<file path="src/rtl/tpu_host_seq.sv">
// Host-side bus initiator for the memory-mapped TPU: streams A/B/C rows in,
// fires one start command, waits out the systolic pass and streams C back out.
module tpu_host_seq #(
   parameter int unsigned BITS_AB   = 8,
   parameter int unsigned BITS_C    = 16,
   parameter int unsigned DIM       = 8,
   parameter int unsigned ADDRW     = 16,
   parameter int unsigned DATAW     = 64,
   parameter int unsigned MM_CYCLES = 3 * DIM
) (
   input  logic             clk,
   input  logic             rst,
   input  logic             go,
   input  logic             load_c,
   input  logic             in_valid,
   output logic             in_ready,
   input  logic [DATAW-1:0] in_data,
   output logic             out_valid,
   input  logic             out_ready,
   output logic [DATAW-1:0] out_data,
   output logic             busy,
   output logic             done,
   output logic [ADDRW-1:0] bus_addr,
   output logic             bus_r_w,
   output logic [DATAW-1:0] bus_wdata,
   input  logic [DATAW-1:0] bus_rdata
);

   localparam int unsigned AB_STEP = (BITS_AB * DIM) / 8;   // bytes per A/B row
   localparam int unsigned C_STEP  = (BITS_C * DIM) / 16;   // bytes per C half-row
   localparam int unsigned WAITW   = $clog2(MM_CYCLES + 1);

   localparam logic [ADDRW-1:0] A_BASE     = ADDRW'('h0100);
   localparam logic [ADDRW-1:0] B_BASE     = ADDRW'('h0200);
   localparam logic [ADDRW-1:0] C_BASE     = ADDRW'('h0300);
   localparam logic [ADDRW-1:0] START_ADDR = ADDRW'('h0400);
   localparam logic [WAITW-1:0] WAIT_LAST  = WAITW'(MM_CYCLES - 2);

   typedef enum logic [2:0] {
      IDLE, WR_A, WR_B, WR_C, START, WAIT, RD_C, DONE
   } state_t;

   state_t           state, next_state;
   logic [3:0]       index;
   logic [WAITW-1:0] wait_cnt;
   logic             load_c_q;
   logic             step;
   logic             last_ab, last_c;
   logic [ADDRW-1:0] ab_off, c_off;

   assign last_ab = (index == 4'(DIM - 1));
   assign last_c  = (index == 4'(2 * DIM - 1));
   assign ab_off  = ADDRW'(index) * ADDRW'(AB_STEP);
   assign c_off   = ADDRW'(index) * ADDRW'(C_STEP);

   always_ff @(posedge clk) begin
      if (rst) begin
         state    <= IDLE;
         index    <= '0;
         wait_cnt <= '0;
         load_c_q <= 1'b0;
      end else begin
         state <= next_state;
         if (next_state != state)
            index <= '0;
         else if (step)
            index <= index + 4'd1;
         if (state == WAIT && next_state == WAIT)
            wait_cnt <= wait_cnt + WAITW'(1);
         else
            wait_cnt <= '0;
         if (state == IDLE && go)
            load_c_q <= load_c;
      end
   end

   always_comb begin
      next_state = state;
      step       = 1'b0;
      in_ready   = 1'b0;
      out_valid  = 1'b0;
      out_data   = '0;
      done       = 1'b0;
      busy       = (state != IDLE);
      bus_addr   = '0;
      bus_r_w    = 1'b0;
      bus_wdata  = '0;
      case (state)
         IDLE: begin
            if (go)
               next_state = WR_A;
         end
         WR_A, WR_B: begin
            in_ready  = 1'b1;
            bus_addr  = ((state == WR_A) ? A_BASE : B_BASE) + ab_off;
            bus_r_w   = in_valid;
            bus_wdata = in_data;
            step      = in_valid;
            if (in_valid && last_ab)
               next_state = (state == WR_A) ? WR_B : WR_C;
         end
         WR_C: begin
            bus_addr = C_BASE + c_off;
            // Without a C stream the half-rows are zero-filled one per cycle.
            if (load_c_q) begin
               in_ready  = 1'b1;
               bus_r_w   = in_valid;
               bus_wdata = in_data;
               step      = in_valid;
            end else begin
               bus_r_w = 1'b1;
               step    = 1'b1;
            end
            if (step && last_c)
               next_state = START;
         end
         START: begin
            bus_addr   = START_ADDR;
            bus_r_w    = 1'b1;
            next_state = WAIT;
         end
         WAIT: begin
            if (wait_cnt == WAIT_LAST)
               next_state = RD_C;
         end
         RD_C: begin
            bus_addr  = C_BASE + c_off;
            out_valid = 1'b1;
            out_data  = bus_rdata;
            step      = out_ready;
            if (out_ready && last_c)
               next_state = DONE;
         end
         DONE: begin
            done       = 1'b1;
            next_state = IDLE;
         end
         default: next_state = IDLE;
      endcase
   end

endmodule

</file>
<file path="config.mk">
export PLATFORM = sky130hd
export DESIGN_NAME = tpu_host_seq
export DESIGN_NICKNAME = d
export VERILOG_FILES = /design/src/rtl/tpu_host_seq.sv
export SDC_FILE = /design/constraint.sdc
export NUM_CORES = 1
export LEC_CHECK = 0
export CELL_PAD_IN_SITES_DETAIL_PLACEMENT = 0
export CELL_PAD_IN_SITES_GLOBAL_PLACEMENT = 1
export CORE_MARGIN = 3
export CORE_UTILIZATION = 14
export DETAILED_ROUTE_END_ITERATION = 8
export PLACE_DENSITY_LB_ADDON = 0.1
export SLEW_MARGIN = 20
export SYNTH_ARGS = -nofsm -noshare
export SYNTH_HDL_FRONTEND = slang
export SYNTH_SLANG_ARGS = --single-unit
</file>
<file path="constraint.sdc">
create_clock -name clk -period 2.3 [get_ports clk]
set_input_delay 0.46 -clock clk [delete_from_list [all_inputs] [get_ports clk]]
set_output_delay 0.46 -clock clk [all_outputs]
set_load 0.01 [all_outputs]
</file>
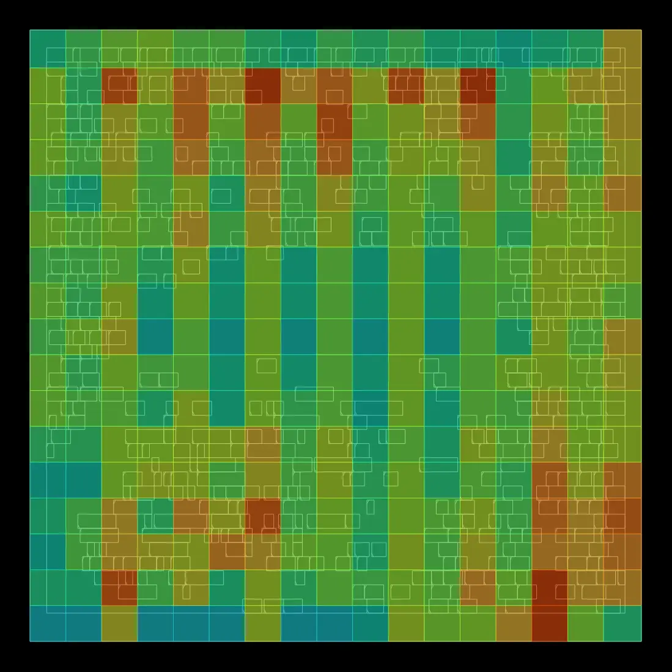
Fig. 1. Routing congestion (run 1).
Avg WL per Cell: 14.8 um
global routing met2 resource utilization: 0.268
layer carrying the most global-route usage: met2
overall fraction of global-route tracks in use: 0.139
met1 Resource Use GR: 0.147

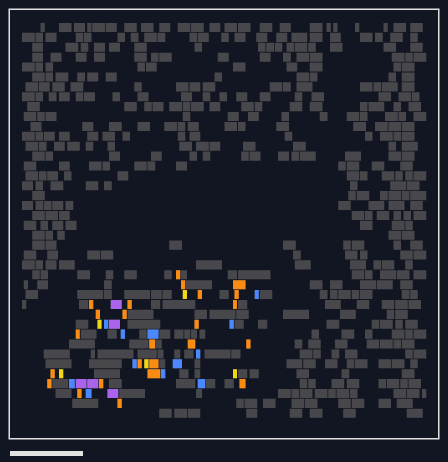
Fig. 2. Gate-type map (run 1).
The bar under the picture is 20 um long.
nor cells -> orange  # cells 24
inv cells -> yellow  # cells 5
nand cells -> blue  # cells 12
xor and xnor cells -> purple  # cells 5, where lower left

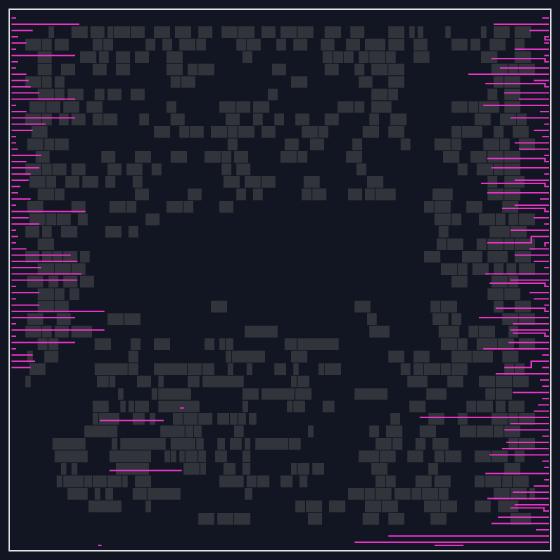
Fig. 3. The metal 3 layer (run 1).
Cells faint in the background.
share of all routed wire = 10%
wire length on this layer = 1010 um
longest straight run = 42.1 um

==> run notes, run 1 <==
Notes on the flow run.

- The number of global-route vias before repair is 2537, for reference.
- The register share of the cell area is 0.0547, for reference.
- The violation count after the first detailed-route iteration is between 70 and 80, for reference.
- For the finished layout, the period the worst path requires is 2.22 ns.
- The repair_antennas step left the layout with diodes totalling 0.
- The number of buffers inserted during clock tree synthesis is 3, for reference.
- Of the available clock period, the critical path in the final layout requires 0.964.
- The run finished with clean final reports.
- Final hold analysis gives a worst-case slack of 0.455 ns.
- Max-slew check failures listed in the final report amount to 0.
- The first-pass GRT wire length is 15.4 mm, for reference.
- The final timing report lists clock skew as 0.00403 ns.
- The detailed router put a total of 3.69 mm of wire on met1.
- The number of iterations in the first detailed-routing pass is 4, for reference.
- The H-tree level count is 1, for reference.
- The area of the synthesized netlist per yosys stat is about 1700 um2, for reference.
- The finished cells cover 4760 um2.
- The logic share of the area is 0.288, for reference.
- Per the OpenROAD power report, leakage power amounts to 2.48 nW.
- The number of multi-input combinational cells in the layout is 216, for reference.
- The Yosys step of the flow raised 0 warnings.
- The total of buffers placed on input and output ports is 273, for reference.
- The via-per-instance ratio is 3.73, for reference.
- The critical path crosses 4 cells after its start point.
- The combinational cell area excluding buffers and inverters is 1370 um2, for reference.
- The layout summary lists the proportion of cells stronger than drive strength 1 as 0.0460.
- The final weighted congestion in routability-driven placement is about 0.81, for reference.
- The number of buffers added to fix hold violations after cts is 0, for reference.
- Of the total power, combinational logic draws 0.460.
- The cell at the root of the clock tree is clkbuf_16, for reference.
- The site row count is 40, for reference.
- Of the post-synthesis cell area, the dominant cell type holds 0.469.
- In the detailed route, the total length drawn on met2 is ~5.4 mm.
- The worst setup path is of the reg2out kind.
- The number of cells on the worst hold path is 1, for reference.
- The largest net degree at the start of global routing is 66, for reference.
- The total overflow left after global routing is 0.
- The launch point of the worst register-to-register path is recorded as state[2].
- The post-placement cell area is between 4000 and 5000 um2.
- The final timing report lists a hold violation count of 0.
- The switching power as a share of total power is 0.248, for reference.
- Setup repair after global routing left no endpoint under its margin.
- In the layout the commonest cells are 186 x clkdlybuf4s50_1, 131 x and2_1, 65 x dlygate4sd2_1, 22 x dlymetal6s2s_1, 18 x nor2_1.
- The design has 13 sequential cells.
- The flow reports power dissipated in sequential cells as 0.233 mW.
- The sequential area share after synthesis is 0.149, for reference.
- The final layout contains 660 nets.
- Measured on the final layout, the clock distribution area share stands at 0.0166.
- The combined flip-flop and latch cell area is 260 um2, for reference.
- The post-layout utilization of the core is 0.393, for reference.
- The top achievable clock speed is 451 MHz, for reference.
- The y dimension of the die is roughly 120 um, for reference.
- In the final layout, the fill cell count is 1288.
- The number of non-clock buffers is 284, for reference.
- The reported combinational group power is between 0.4 and 0.5 mW, for reference.
- Synthesis produced roughly 250 cells.
- The area growth from synthesis to final layout is 172%, for reference.
- The script parses the final routing iteration and logs DRC violations as 0.
- The sink of the worst hold path is wait_cnt[0], for reference.
- The power attributed to the clock group is between 0.3 and 0.4 mW, for reference.
- The largest register by flop count is wait_cnt.
- The path depth of the worst reg2reg path is 7, for reference.
- The script computed a power per unit cell area of between 200 and 250 nW/um2.
- The post-synth design cell area is 1750 um2, for reference.
- In the post-route analysis, the smallest setup slack over all paths is slightly above 0.08 ns.
- The internal power of the cells totals 0.781 mW.
- The setup total negative slack is 0 ns, for reference.
- The detailed placer's ending HPWL is 8.76 mm, for reference.
- The sequential group share of total power is 0.224, for reference.
- STA classifies the critical path startpoint as a register.
- The largest cell class by area is non-clock buffers.
- Per the synth stats, the flop cell with the highest instance count is dfxtp_1.
- The number of ordinary inverters in the final layout is 5, for reference.
- The largest fanout of any net on the critical path is 53, for reference.
- The OpenROAD report gives the critical path a data arrival time of 1.76 ns.
- The path category of the worst min-delay check is reg2reg, for reference.
- The clock latency on the worst-skew pair is 0.24 ns, for reference.
- The synthesized netlist contains 39 unique library cells.
- Averaged over all synthesized cells, the footprint is 6.93 um2.
- Warnings raised by the tools during the run amount to 27.
- The flow inserted ~170 tap cells.
- The sink count of the clock tree is 13, for reference.
- The clock buffer count is 4, for reference.
- The floorplan die area is about 14000 um2, for reference.
- Signal routing reaches up to met4.
- The cell total in the yosys stat output is 252, for reference.
- Per STA, the worst path is made up of and3b_2, buf_12, and2_1, clkdlybuf4s50_1.
- Once synthesis finished, the tally of register bits stood at 13.
- The register-to-register setup slack is 0.48 ns, for reference.
- The total of endpoints with negative setup slack in the final report is 0, for reference.
- Looking at the gate-level netlist, the highest instance count belongs to and2_1.
- The fraction of power consumed by the clock network is 0.316, for reference.
- The critical path starts at state[2].
- Per the cell usage report, the commonest logic cell in the layout is clkdlybuf4s50_1.
- The endpoint required time on the critical path is ~1.8 ns, for reference.
- The initial antenna violation count is 0, for reference.
- The number of setup buffers added after CTS is 0, for reference.
- The flip-flop count of the largest register, all copies and words added is 5, for reference.
- In the post-route report, total wirelength is listed as 10.2 mm.
- The count of boundary I/O pins is 283, for reference.
- For this configuration, the core starts out at a cell density of 0.144.
- Counting flops with a built-in enable in the synthesized netlist gives 0.
## run 1: cell families (layout without fill, tap and decap cells)
kind of cell    Yosys count  after routing  share of synthesized area
compound gates           25             25                      0.115
flops                    13             13                      0.149
mux                       2              2                     0.0115
other cells               1              9                    0.00215
xor+xnor                  5              5                     0.0251
buf+inv                  31            293                     0.0895
fa+ha+maj                 3              3                     0.0215
simple gates            172            172                      0.586
## run 1: how the worst max path moves through the flow
stage              endpoint  slack (ns)
5_1_grt        out_data[51]      0.0006
4_1_cts        out_data[33]        0.03
2_1_floorplan  bus_wdata[0]        0.55
3_3_place_gp        bus_r_w       -0.11
3_5_place_dp        bus_r_w       -0.12
6_report       out_data[21]        0.08
--- run 2 (diff from run 1) ---
--- a/config.mk
+++ b/config.mk
@@ -10,7 +10,8 @@
 export CORE_MARGIN = 3
 export CORE_UTILIZATION = 14
 export DETAILED_ROUTE_END_ITERATION = 8
-export PLACE_DENSITY_LB_ADDON = 0.1
+export GPL_TIMING_DRIVEN = 1
+export PLACE_DENSITY = 0.92
 export SLEW_MARGIN = 20
 export SYNTH_ARGS = -nofsm -noshare
 export SYNTH_HDL_FRONTEND = slang
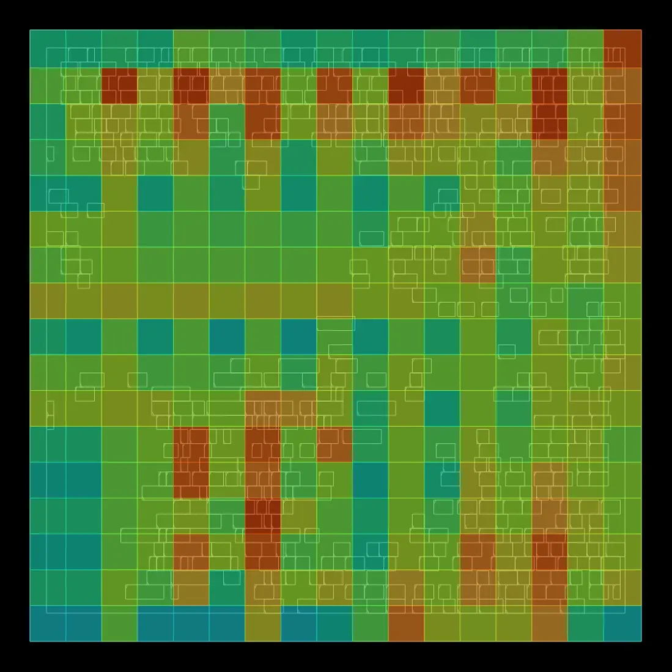
Fig. 4. Routing congestion (run 2).
global routing met2 resource utilization: 0.266
overall fraction of global-route tracks in use: 0.168
final cell utilization of the core: 0.396
Avg WL per Cell: 17.9 um
fraction of met3 tracks used by global routing: 0.111

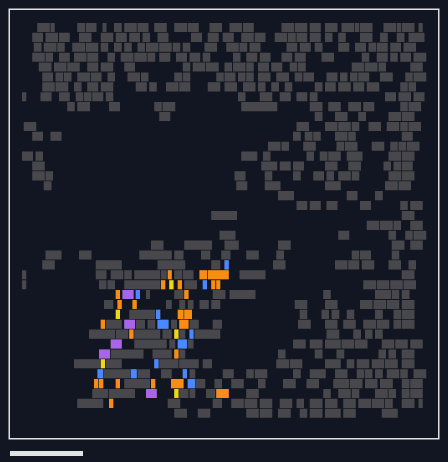
Fig. 5. Gate-type map (run 2).
The bar under the picture is 20 um long.
nand cells -> blue  # cells 12
xor and xnor cells -> purple  # cells 5, where lower left
inv cells -> yellow  # cells 5
nor cells -> orange  # cells 24

==> run 2 against run 1 <==
Fmax is 1.5% lower. Highest routed layer unchanged. Combinational power increased by 6.1%. Sequential power about the same. Critical endpoint is now out_data[44]. Sequential share of layout area is essentially flat. Global-route usage increased by 2.9 points. Sequential cell count is the same. Die size did not move. Critical path depth did not move. Via count up 4.5%.
==> run notes, run 2 <==
Notes on the flow run.

- STA shows the worst reg2reg path with a cell count of 6.
- The critical path in this run is classified as reg2out.
- The path category of the worst min-delay check is reg2reg, for reference.
- The power density normalized to cell area is 224 nW/um2, for reference.
- The total of endpoints with negative setup slack in the final report is 0, for reference.
- The total stage count of the critical path is 4, for reference.
- In the Yosys report the total cell count is 252.
- The flow measured a signed area growth from synthesis to layout of 174%.
- The flip-flop count of the largest register, all copies and words added is 5, for reference.
- The final timing summary puts the cycle share of the worst path at 0.979.
- The average size of a mapped cell is 6.93 um2, for reference.
- The floorplan step records an initial core utilization of 0.144.
- Final hold analysis gives a worst-case slack of 0.470 ns.
- The worst-case reg-to-reg setup slack stands at 0.40 ns.
- Looking at the reg2reg group, the worst path starts from state[0].
- The post-synthesis share of cell area spent on xor and xnor gates is 0.0251, for reference.
- Counting flops with a built-in enable in the synthesized netlist gives 0.
- The tool warning count for the run is 28.
- The cell at the root of the clock tree is clkbuf_16, for reference.
- The sink count of the clock tree is 13, for reference.
- The final report gives the standard cell area, fillers excluded, as 4790 um2.
- In the final report, the number of hold violations comes to 0.
- Summing all multiplexer cells gives an area fraction of 0.0115.
- The top cell types in the final layout, fill and taps aside, are 178 x clkdlybuf4s50_1, 131 x and2_1, 79 x dlygate4sd2_1, 17 x nor2_1, 16 x dlymetal6s2s_1.
- The flip-flop and latch count after synthesis is 13, for reference.
- The y dimension of the die is 118 um, for reference.
- On the final layout, the worst clock skew is 0.00333 ns.
- The arrival time reported for the critical path endpoint is 1.79 ns, for reference.
- The number of buffers added to fix hold violations after cts is 0, for reference.
- For the finished layout, the period the worst path requires is 2.25 ns.
- The antenna diode count is 0, for reference.
- By count the netlist is led by 131 x and2_1, 18 x nor2_1, 13 x clkbuf_1, 13 x dfxtp_1, 10 x buf_4.
- Across all setup checks in the final design, the least slack found is between 0.04 and 0.05 ns.
- For this run, the register share of the synthesized area comes to 0.149.
- The routed wire length on met3 is 1.80 mm, for reference.
- The leading register cell type out of synthesis is dfxtp_1, for reference.
- The clock latency on the worst-skew pair is 0.24 ns, for reference.
- The final net count is around 660, for reference.
- The cell count after synthesis came out at 252.
- The final weighted congestion in routability-driven placement is 0.879, for reference.
- The most used routing layer in global routing is met2, for reference.
- According to the floorplan report, the total die area is 13900 um2.
- The post-synthesis share of cell area spent on and-or and or-and gates is 0.115, for reference.
- The first global-routing pass estimated 18.3 mm of wire.
- For this run, global-route usage on met1 was measured as 0.197.
- The area of the synthesized netlist per yosys stat is 1750 um2, for reference.
- STA classifies the critical path startpoint as a register.
- The initial antenna violation count is 0, for reference.
- The dominant non-sequential cell family after synthesis is simple AND/OR/NAND/NOR gates, for reference.
- The cell area after placement is 4690 um2, for reference.
- In the final layout, the share of cells above drive strength 1 is 0.0590.
- Setup repair after global routing left no endpoint under its margin.
- The synthesis log from Yosys contains 0 warnings.
- Counting the buffers created by CTS gives 3.
- The largest net degree at the start of global routing is 38, for reference.
- Summed over all layers, the global routing overflow is 0.
- Listed in order, past its start point the critical path passes and3b_2, buf_12, and2_1, clkdlybuf4s50_1.
- The DRC violation count after routing is 0, for reference.
- For this block, wires on met1 add up to 5.01 mm.
- The register with the highest flop count is wait_cnt, for reference.
- The leakage power summed over all cells is 2.46 nW, for reference.
- The violation tally recorded at the end of detailed-routing iteration 0 is between 150 and 200.
- The first detailed-routing pass took 4 iterations.
- Of the total synthesized cell area, the portion taken by AND, OR, NAND and NOR gates is 0.586.
- For this run, the top clock speed supported by timing is 444 MHz.
- The critical path maximum fanout is 37.
- The total detailed-routing wirelength is approximately 12 mm, for reference.
- As logged by OpenROAD, the buffers inserted on ports number 273.
- Of the post-synthesis cell area, the dominant cell type holds 0.469.
- The filler cell count is between 1000 and 1500, for reference.
- The detailed placer's ending HPWL is 10.4 mm, for reference.
- The final max-slew violation count is 0, for reference.
- The run finished with clean final reports.
- Along the worst hold path, the cell count comes to 1.
- Counting only logic cells after layout, the most numerous master is clkdlybuf4s50_1.
- The setup total negative slack is 0 ns, for reference.
- According to the timing report, the data required time at the worst endpoint equals between 1.5 and 2 ns.
- The H-tree level count is 1, for reference.
- The capture point of the critical path is out_data[44], for reference.
- Looking at the gate-level netlist, the highest instance count belongs to and2_1.
- The post-synth design cell area is around 1700 um2, for reference.
- The synthesized-area fraction occupied by adder cells is 0.0215, for reference.
- OpenSTA lists the critical path startpoint as state[0].
- The number of different library cells in the post-synthesis netlist is 39, for reference.
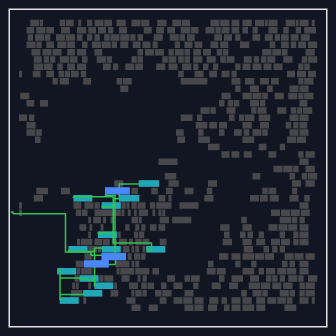
Fig. 6. Clock distribution (run 2).
clock wires -> green  # length 237 um
clock drivers -> blue  # count 3
flip-flops -> cyan  # count 13
routed clock nets = 4

[run 2: where the power goes]
group | leakage (nW) | internal (mW) | switching [mW] | total, mW
sequential | 0.106 | 0.230 | 0.00459 | 0.235
clock | 0.0382 | 0.234 | 0.0982 | 0.332
combinational | 2.32 | 0.331 | 0.176 | 0.506
[run 2: what timing repair did]
action | 4_1_cts | 5_1_grt
gates cloned | 1 | 0
pin swaps | 1 | 1
endpoints found under the hold margin | 0 | 0
setup buffers | 2 | 0
resized | 86 | 20
endpoints found under the setup margin | 104 | 45
[run 2: area by class of cell]
type                    count  area, um2  area share
flip-flops and latches     13        263      0.0548
inverters                   5       18.8     0.00392
repair buffers            287       2840       0.593
well taps                 168        210      0.0439
clock buffers               4       78.8      0.0164
multi-input cells         216       1380       0.288
Fig. 7: run 2, cells by drive strength
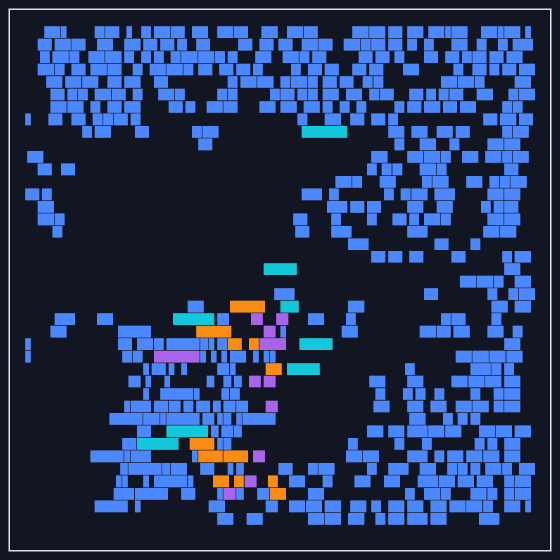

--- run 3 (diff from run 2) ---
--- a/config.mk
+++ b/config.mk
@@ -11,7 +11,7 @@
 export CORE_UTILIZATION = 14
 export DETAILED_ROUTE_END_ITERATION = 8
 export GPL_TIMING_DRIVEN = 1
-export PLACE_DENSITY = 0.92
+export PLACE_DENSITY = 0.95
 export SLEW_MARGIN = 20
 export SYNTH_ARGS = -nofsm -noshare
 export SYNTH_HDL_FRONTEND = slang
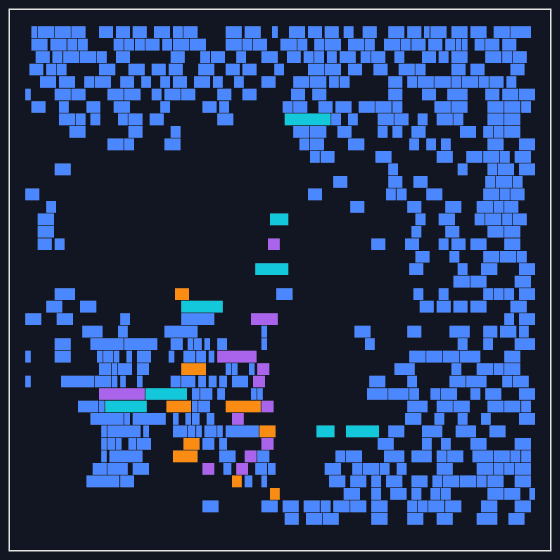
Fig. 8. Cells by drive strength (run 3).
_2 cells -> orange  # cells 9
_3 and _4 cells -> purple  # cells 12, most used buf_4
_0 and _1 cells -> blue  # cells 496, most used clkdlybuf4s50_1
_6 and larger -> cyan  # cells 8, most used clkbuf_16

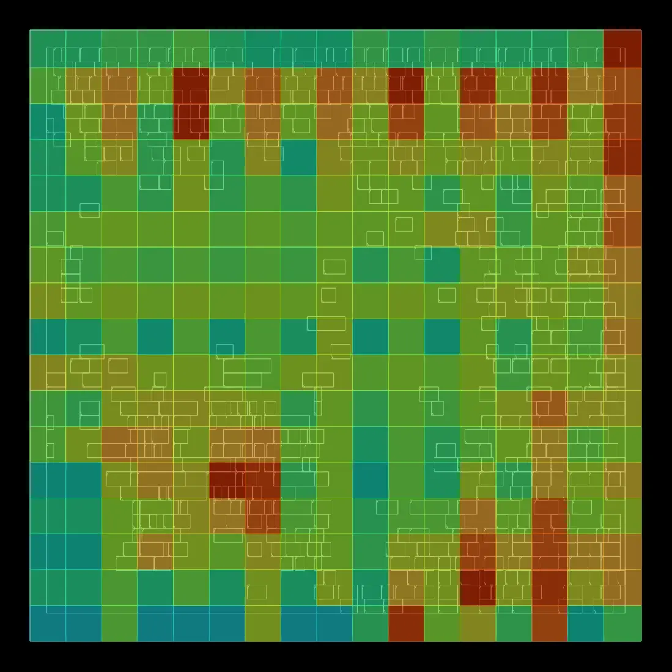
Fig. 9. Routing congestion (run 3).
Avg WL per Cell: 17.8 um
global routing met2 resource utilization: 0.253

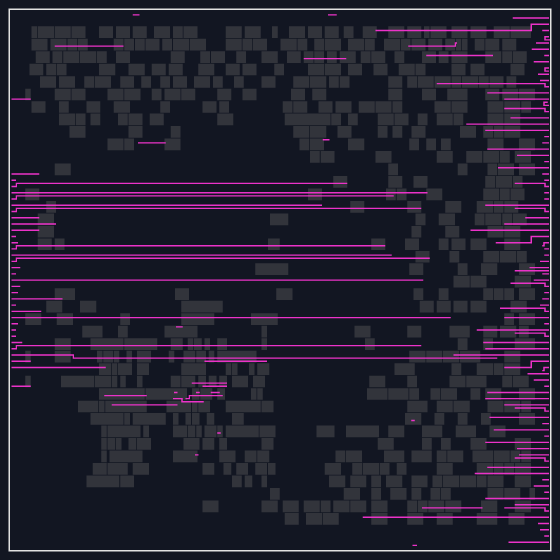
Fig. 10. The metal 3 layer (run 3).
Cells faint in the background.
nets with wire on the layer = 134
longest straight run = 95.5 um

==> run 3 against run 2 <==
Routed wire length shrank 0.45%. Critical endpoint unchanged. Highest routed layer is now met5. Critical path depth unchanged. Non-clock buffer count unchanged. Setup slack gained 0.0071 ns. Sequential share of layout area rose by 0.071 points. Via count rose by 1.7%.
==> run notes, run 3 <==
Notes on the flow run.

- In this run the cell area of the synthesized design comes to between 1500 and 2000 um2.
- Entering global routing, the biggest net connects 49 pins.
- The capture point of the worst register-to-register path is recorded as index[1].
- The number of non-clock buffers is 287, for reference.
- The net switching power in the latest report is 0.276 mW.
- The final net count is roughly 660, for reference.
- and2_1 is the most common cell in the netlist.
- The area of the synthesized netlist per yosys stat is 1750 um2, for reference.
- Measured along the y axis, the die boundary spans 118 um.
- The average size of a mapped cell is ~6.9 um2, for reference.
- The initial core utilization is 0.144, for reference.
- STA classifies the critical path startpoint as a register.
- In this build the clock could be raised as far as 446 MHz.
- The clock tree from TritonCTS is yes, for reference.
- The number of different library cells in the post-synthesis netlist is 39, for reference.
- For the worst reg-to-reg path, the startpoint reported by OpenROAD is wait_cnt[0].
- The first routing iteration left 91 violations.
- The layout report gives the multi-input gate share of total cell area as 0.288.
- The floorplan step defined a core boundary enclosing 12100 um2.
- The arrival time reported for the critical path endpoint is roughly 1.8 ns, for reference.
- Yosys reports the multiplexer fraction of the synthesized area as 0.0115.
- Per the synth log, the flip-flop and latch total comes to 13.
- In the finished design the tool counted flip-flops and latches totalling 13.
- The worst path meets setup with between 0.05 and 0.06 ns of slack.
- According to the dpl log, the detail-placed design has an HPWL of 10.4 mm.
- Switching power as a fraction of the total was reported as 0.258.
- The worst setup path category is reg2out, for reference.
- The register with the most flip-flops in the layout has 5 of them.
- Counting both buffers and inverters, the worst setup path holds a total of 2.
- The number of well taps is ~170, for reference.
- The layout report lists the clock-cell share of area as 0.0165.
- The clock buffers instantiated in the layout total 4.
- Along the worst path, the maximum fanout reaches 48.
- The share of synthesized area in the top cell type comes to 0.469.
- Measured in cells, the most critical reg-to-reg path has a length of 7.
- The sequential group share of total power is 0.218, for reference.
- Per the final timing report, the hold violations number 0.
- The synthesized-area fraction occupied by adder cells is 0.0215, for reference.
- The number of vias after detailed routing is 2734, for reference.
- The register-to-register setup slack is 0.52 ns, for reference.
- The share of the Yosys chip area taken by registers is 0.149.
- The global-route usage over all layers is 0.168, for reference.
- Setup repair after global routing left no endpoint under its margin.
- The post-route cell area is 4780 um2, for reference.
- The x dimension of the die is 118 um, for reference.
- The number of setup buffers added after CTS is 2, for reference.
- The clock latency on the worst-skew pair is ~0.24 ns, for reference.
- The max-cap check violation count is 0, for reference.
- The highest supply drop recorded on VDD is between 0.2 and 0.25 mV.
- Registers represent a cell area share of 0.0555.
- The cell-mix breakdown from Yosys lists the compound-gate area share as 0.115.
- Per the post-place timing report, worst setup slack is -0.102 ns.
- The reported combinational group power is 0.505 mW, for reference.
- The cell-mix breakdown from Yosys lists the XOR/XNOR area share as 0.0251.
- The final max-slew violation count is 0, for reference.
- The power density normalized to cell area is 224 nW/um2, for reference.
- The floorplan die area is 13900 um2, for reference.
- STA puts the critical path data required time at 1.84 ns.
- Hold analysis lists the worst path endpoint as wait_cnt[0].
- Clock tree synthesis found a total of 13 sinks.
- Yosys mapped a number of flops with a built-in enable equal to 0.
- The initial antenna violation count is 1, for reference.
- The fraction of power consumed by the clock network is 0.311, for reference.
- The worst path in the final design needs a cycle of 2.24 ns, including I/O delays and setup.
- The sequential power reported by the tool is 0.233 mW.
- The run finished with clean final reports.
- Counting only logic cells after layout, the most numerous master is clkdlybuf4s50_1.
- Among cell families on the critical path, the largest total delay comes from buffers and inverters.
- The tool warning count for the run is 27.
- Per the CTS log, the root buffer master is clkbuf_16.
- The number of ordinary inverters in the final layout is 5, for reference.
- After detailed placement, the design holds a cell count of between 600 and 700.
- Of the total synthesized cell area, the portion taken by AND, OR, NAND and NOR gates is 0.586.
- The post-cts gate resize count is 88, for reference.
- The DRC violation total left in the routed layout is recorded as 0.
- Along the worst hold path, the cell count comes to 1.
- In this run the core area contains roughly 40 standard-cell rows.
- The clock slew seen by the registers of the worst setup and hold paths is ~0.050 ns, for reference.
- The combinational cell area excluding buffers and inverters is 1380 um2, for reference.
- Per STA, the worst path is made up of and3b_2, buf_12, and2_1, clkdlybuf4s50_1.
- The register with the highest flop count is wait_cnt, for reference.
- The detail route stage leaves a number of antenna-violating nets equal to 0.
- The setup total negative slack is 0 ns, for reference.
- The number of multi-input combinational cells in the layout is 216, for reference.
- The leakage power summed over all cells is roughly 2.5 nW, for reference.
- The H-tree level count is 1, for reference.
- The floorplan report gives the top-level pin count as 283.
- The final report lists the setup-violating endpoint count as 0.
- The final weighted congestion in routability-driven placement is 0.839, for reference.
- The combinational share of power is 0.472, for reference.
- The proportion of register bits with asynchronous set or reset after synthesis is 0, for reference.
- The library cells used most frequently in the layout, excluding fill and tap cells, are 173 x clkdlybuf4s50_1, 131 x and2_1, 83 x dlygate4sd2_1, 18 x nor2_1, 17 x dlymetal6s2s_1.
- The slowest stage of the critical path belongs to the cell clkdlybuf4s50_1.
- Summing all flip-flop and latch instances after layout gives 265 um2.
- Per the run report, area growth between synthesis and finish was 173%.
- The leading register cell type out of synthesis is dfxtp_1, for reference.
- The number of buffers added to fix hold violations after cts is 0, for reference.
- The path category of the worst min-delay check is reg2reg, for reference.
- The post-layout utilization of the core is 0.394, for reference.
- The layout has 1253 filler cells.
- After detailed routing, the total wire length is 12.3 mm.
- The power consumption is 1.07 mW, for reference.
- After synthesis, the cell types taking the most area are and2_1 47%, dfxtp_1 15%, buf_4 4.3%, nor2_1 3.9%, clkbuf_1 2.8%.
- The internal power of the cells totals 0.794 mW.
- The number of synthesis warnings is 0, for reference.
- For reference, the top logic cell family by area is simple AND/OR/NAND/NOR gates.
- The first detailed-routing pass took 4 iterations.
- The post-route worst hold slack is 0.462 ns, for reference.
- The placed instances occupy a cell area of between 4000 and 5000 um2.
- The leading power group is combinational logic, for reference.
- After synthesis, the most frequently instantiated cells are 131 x and2_1, 18 x nor2_1, 13 x clkbuf_1, 13 x dfxtp_1, 10 x buf_4.
- The final cycle utilization of the critical path is 0.976, for reference.
- Clock tree synthesis inserted a total of 3 buffers.
- The cell type with the largest total area is and2_1, for reference.
- The kind of end point of the critical path is an output pin, for reference.
- Per the placement log, port buffering inserted about 270 buffers.
- The longest incremental delay of any stage on the critical path is reported as 0.56 ns.
- The share of layout cells above drive strength 1 is 0.0552, for reference.
- The cell total in the yosys stat output is 252, for reference.
- By area, the class that comes first in the final layout consists of non-clock buffers.
- In the final run the clock tree shows a worst skew of 0.00425 ns.
- The antenna diode count is 0, for reference.
- Per the final report, the share of cell area in non-clock buffers is 0.592.
- The via-per-instance ratio is 3.95, for reference.
- Synthesis produced 252 cells.
- The maximum clock insertion buffer count is 2, for reference.
- The number of global-route vias before repair was ~2800.
- Recorded from the global router log, the overflow total was 0.
- The power report lists the clock group at 0.332 mW.
- The first global-routing pass estimated 18.4 mm of wire.
## run 3: worst max path at each step
stage              from      endpoint  slack [ns]  cells after the start
2_1_floorplan  state[0]  bus_wdata[0]        0.55                      5
3_3_place_gp   in_valid       bus_r_w       -0.12                      5
3_5_place_dp   in_valid       bus_r_w       -0.10                      5
4_1_cts        state[2]  out_data[53]       0.006                      4
5_1_grt        state[0]  out_data[44]      0.0008                      4
6_report       state[0]  out_data[44]        0.06                      4
## run 3: cells by family after synthesis
logic type	Yosys count
flip-flops	13
multiplexers	2
adder cells (fa/ha/maj)	3
XOR/XNOR	5
buffers and inverters	31
other	1
AND/OR/NAND/NOR	172
AND-OR/OR-AND	25
## run 3: layer usage
layer,share of wire,GRT usage
met5,0.0011,0
met1,0.41,0.207
met3,0.16,0.109
met4,0.014,0.0205
met2,0.41,0.253
Power and IR drop assume default switching activity.
